--- src/rtl/mem_store_unit_pkg.sv ---
// ---------------------------------------------------------------------------
// mem_store_unit_pkg
//   Shared utility definitions for the CPU data path.
//   - Uop         : micro-op encoding seen by the load/store units.
//   - StoreDest   : decoded target of a data-memory address.
//   - DCACHE_WORDS: word addresses 0..DCACHE_WORDS-1 live in the D-cache.
//   - GPIO_ADDR   : word address of the GPIO output register.
//   The load-side return mux decodes the same map, so both directions
//   take their constants from here.
// ---------------------------------------------------------------------------
package mem_store_unit_pkg;

  typedef enum logic [2:0] {
    NOP = 3'd0,
    ALU = 3'd1,
    LDR = 3'd2,
    STR = 3'd3
  } Uop;

  typedef enum logic [1:0] {
    DEST_DCACHE = 2'd0,
    DEST_GPIO   = 2'd1,
    DEST_NONE   = 2'd2
  } StoreDest;

  // Word 31 is deliberately left out of the D-cache range.
  localparam logic [31:0] DCACHE_WORDS = 32'd31;
  localparam logic [31:0] GPIO_ADDR    = 32'd32;

endpackage

--- src/rtl/mem_store_unit.sv ---
// ---------------------------------------------------------------------------
// mem_store_unit
//   Store-side router for STR micro-ops. Decodes the store word address and
//   sends the write to the D-cache (req/ack handshake, with timeout), to the
//   memory-mapped GPIO output register, or reports a bus error.
//
// Parameters
//   TIMEOUT    : cycles to wait for dc_ack before dropping the write (1..255)
//   GPIO_RESET : gpio_out value after reset
//
// Ports
//   clk, reset          : clock, synchronous active-high reset
//   uop, valid          : current micro-op and its valid flag
//   addr, wdata         : store word address and data
//   stall               : hold the pipeline (combinational)
//   dc_we               : D-cache write request, held until ack or timeout
//   dc_addr, dc_wdata   : latched D-cache word index and data
//   dc_ack              : single-cycle D-cache accept pulse
//   gpio_out, gpio_wr   : GPIO output register and its update pulse
//   bus_error           : pulse for unmapped address or D-cache timeout
// ---------------------------------------------------------------------------
module mem_store_unit
  import mem_store_unit_pkg::*;
#(
  parameter int          TIMEOUT    = 15,
  parameter logic [31:0] GPIO_RESET = 32'h0000_0000
) (
  input  logic        clk,
  input  logic        reset,
  input  Uop          uop,
  input  logic        valid,
  input  logic [31:0] addr,
  input  logic [31:0] wdata,
  output logic        stall,
  output logic        dc_we,
  output logic [4:0]  dc_addr,
  output logic [31:0] dc_wdata,
  input  logic        dc_ack,
  output logic [31:0] gpio_out,
  output logic        gpio_wr,
  output logic        bus_error
);

  typedef enum logic {
    IDLE    = 1'b0,
    DC_WAIT = 1'b1
  } StoreState;

  // The wait counter starts at 0 in the first DC_WAIT cycle, so the last
  // permitted cycle is the one where it reads TIMEOUT-1.
  localparam logic [7:0] TIMEOUT_LAST = 8'(TIMEOUT - 1);

  function automatic StoreDest decodeAddr(input logic [31:0] a);
    if (a < DCACHE_WORDS) begin
      return DEST_DCACHE;
    end else if (a == GPIO_ADDR) begin
      return DEST_GPIO;
    end else begin
      return DEST_NONE;
    end
  endfunction

  StoreState   r_state;
  StoreState   w_nextState;
  logic [7:0]  r_waitCount;
  logic [4:0]  r_dcAddr;
  logic [31:0] r_dcWdata;
  logic [31:0] r_gpioOut;
  logic        r_gpioWr;
  logic        r_busError;

  logic        w_request;
  StoreDest    w_dest;
  logic        w_timeoutHit;
  logic        w_stall;

  // Next-state and stall decode. Requests are only looked at in IDLE; the
  // ack/timeout cycle releases stall so the pipeline advances exactly once
  // per store, and the still-present store is not re-accepted because the
  // FSM has not yet left DC_WAIT.
  always_comb begin
    w_request    = valid && (uop == STR);
    w_dest       = decodeAddr(addr);
    w_timeoutHit = (r_state == DC_WAIT) && !dc_ack && (r_waitCount == TIMEOUT_LAST);
    w_nextState  = r_state;
    w_stall      = 1'b0;
    case (r_state)
      IDLE: begin
        if (w_request && (w_dest == DEST_DCACHE)) begin
          w_nextState = DC_WAIT;
          w_stall     = 1'b1;
        end
      end
      DC_WAIT: begin
        if (dc_ack || w_timeoutHit) begin
          w_nextState = IDLE;
        end else begin
          w_stall = 1'b1;
        end
      end
      default: begin
        w_nextState = IDLE;
      end
    endcase
  end

  // State, latched D-cache request, GPIO register and the registered
  // one-cycle pulses. bus_error is registered so it always lands one cycle
  // after its cause, whether that is an unmapped address or a timeout.
  always_ff @(posedge clk) begin
    if (reset) begin
      r_state     <= IDLE;
      r_waitCount <= 8'd0;
      r_dcAddr    <= 5'd0;
      r_dcWdata   <= 32'd0;
      r_gpioOut   <= GPIO_RESET;
      r_gpioWr    <= 1'b0;
      r_busError  <= 1'b0;
    end else begin
      r_state    <= w_nextState;
      r_gpioWr   <= 1'b0;
      r_busError <= w_timeoutHit;
      if ((r_state == IDLE) && w_request) begin
        case (w_dest)
          DEST_DCACHE: begin
            r_dcAddr    <= addr[4:0];
            r_dcWdata   <= wdata;
            r_waitCount <= 8'd0;
          end
          DEST_GPIO: begin
            r_gpioOut <= wdata;
            r_gpioWr  <= 1'b1;
          end
          default: begin
            r_busError <= 1'b1;
          end
        endcase
      end else if ((r_state == DC_WAIT) && !dc_ack) begin
        r_waitCount <= r_waitCount + 8'd1;
      end
    end
  end

  assign stall     = w_stall;
  assign dc_we     = (r_state == DC_WAIT);
  assign dc_addr   = r_dcAddr;
  assign dc_wdata  = r_dcWdata;
  assign gpio_out  = r_gpioOut;
  assign gpio_wr   = r_gpioWr;
  assign bus_error = r_busError;

endmodule

--- config.mk ---
export PLATFORM = sky130hd
export DESIGN_NAME = mem_store_unit
export DESIGN_NICKNAME = d
export VERILOG_FILES = /design/src/rtl/mem_store_unit_pkg.sv /design/src/rtl/mem_store_unit.sv
export SDC_FILE = /design/constraint.sdc
export NUM_CORES = 1
export LEC_CHECK = 0
export CAP_MARGIN = 10
export CORE_MARGIN = 3
export CORE_UTILIZATION = 40
export DETAILED_ROUTE_END_ITERATION = 12
export PLACE_DENSITY = 0.77
export SLEW_MARGIN = 20
export SYNTH_ARGS = -nofsm -noshare
export SYNTH_HDL_FRONTEND = slang
export SYNTH_SLANG_ARGS = --single-unit
--- constraint.sdc ---
create_clock -name clk -period 2.2 [get_ports clk]
set_input_delay 0.44 -clock clk [delete_from_list [all_inputs] [get_ports clk]]
set_output_delay 0.44 -clock clk [all_outputs]
set_load 0.02 [all_outputs]
run_1/m1.png
The bar under the picture is 20 um long.
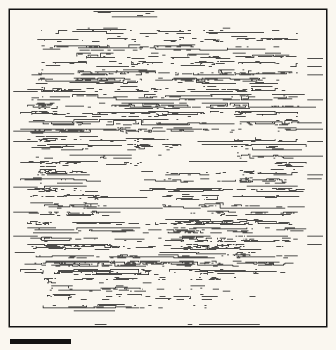
nets with wire on the layer	554
longest straight run	24.8 um
wire length on this layer	4,740 um
main direction	horizontal
share of all routed wire	40%
detailed-route wire length: 11.8 mm
met1 demand-to-capacity share in global routing: 27.4%
vias post-DR: 3,589

run_1/port_trees.png
The bar under the picture is 20 um long.
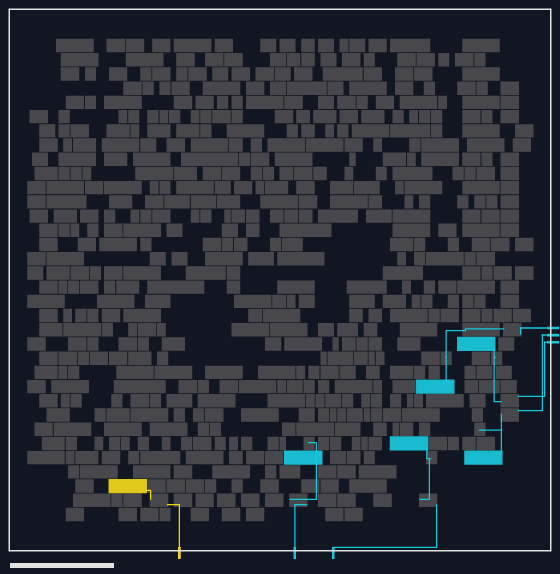
port	colour	bits	direction	edge	end cells	buffers	wire
dc_addr	cyan	5	output	3 right, 2 bottom	5	5	157 um
gpio_wr	yellow	1	output	bottom	1	1	13.2 um

==> out/qor.tcl, run 1 <==
set qor(comb_power_share_pct) 8.6
set qor(adder_share_pct) 0.660
set qor(fmax_ghz) 0.463
set qor(first_global_vias) 3543
set qor(grt_util_all_layers_pct) 21.9
set qor(yosysSeqAreaShare_pct) 42.2
set qor(drcViolationCount) 0
set qor(synth_cell_type_count) 31
set qor(final_layout_top_logic_cell) {clkdlybuf4s50_1}
set qor(ys.flop_type) {dfxtp_1}
set qor(status) {finished clean}
set qor(logic_area_um2) 2150
set qor(ctsResizeCount) 48
set qor(post-route-period-util_pct) 98.2
set qor(timing.critical_path.cells) {dlygate4sd2_1 > nor4_2 > buf_4 > and4_1 > nand4_1 > nand2_1 > buf_6}
set qor(worst_slew_pin_slew_ps) 591
set qor(num-clock-buffers) 11
set qor(powerComb_mw) 0.248
set qor(finalSetupViolations) 0
set qor(area_of_all_sequential_standard_cells_um2) 1600
set qor(ys_sh_mux_pct) 9.77
set qor(openroad.warnings) 28
set qor(fp.coreArea_um2) 8980
set qor(enable_flop_cells) 0
set qor(layout.non_clock_buffers) 183
run_1/m2.png
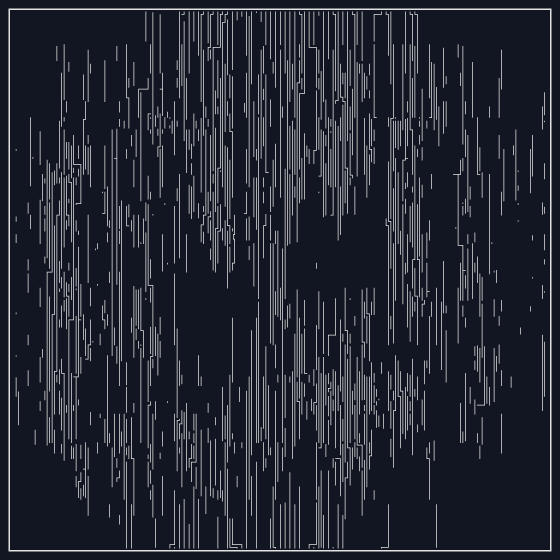
nets with wire on the layer	547
longest straight run	43.2 um
wire length on this layer	6,060 um
share of all routed wire	52%
main direction	vertical
met2 layer usage reported by global route: 37.4%

## Run 2: what changed since run 1
- PLACE_DENSITY: 0.77 -> 0.76
==> out/qor.tcl, run 2 <==
set qor(worst_setup_path_end_kind) {output port}
set qor(yosysSeqAreaShare_pct) 42.2 ;# unchanged
set qor(timing.critical_path.cells) {clkdlybuf4s50_1 > nor4_4 > and3_4 > nand4_1 > nand2_1 > buf_6}
set qor(finalWirelength_mm) 12.2 ;# +3.5%
set qor(powerComb_mw) 0.250 ;# about the same
set qor(status) {finished clean}
set qor(vias_post_dr) 3643 ;# +1.5%
set qor(openroad.warnings) 29 ;# +3.6%
set qor(post-route-period-util_pct) 97.1 ;# -1.1 points
set qor(area_of_all_sequential_standard_cells_um2) 1600 ;# unchanged
set qor(num-clock-buffers) 12 ;# +1
set qor(grt_util_all_layers_pct) 21.1 ;# -0.82 points
set qor(grtUsageMet2_pct) 35.7 ;# -1.7 points
set qor(comb_power_share_pct) 9.2 ;# +0.6 points
set qor(fp.coreArea_um2) 8980 ;# unchanged
set qor(first_global_vias) 3515 ;# -0.79%
set qor(synth_cell_type_count) 31 ;# unchanged
set qor(fmax_ghz) 0.468 ;# +1.1%
set qor(layout.non_clock_buffers) 188 ;# +2.7%
set qor(ys_sh_mux_pct) 9.77 ;# unchanged
set qor(enable_flop_cells) 0 ;# unchanged
set qor(ys.flop_type) {dfxtp_1}
set qor(ctsResizeCount) 29 ;# -40%
set qor(finalSetupViolations) 0 ;# unchanged
run_2/m2.png
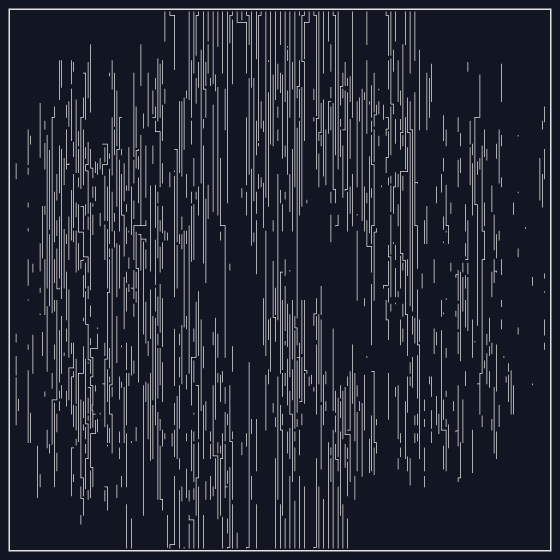
nets with wire on the layer	554
share of all routed wire	50%

run_2/m3.png
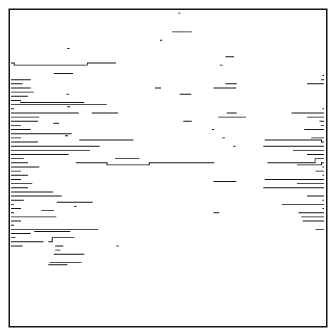
nets with wire on the layer	92
main direction	horizontal
longest straight run	31.1 um
wire length on this layer	835 um

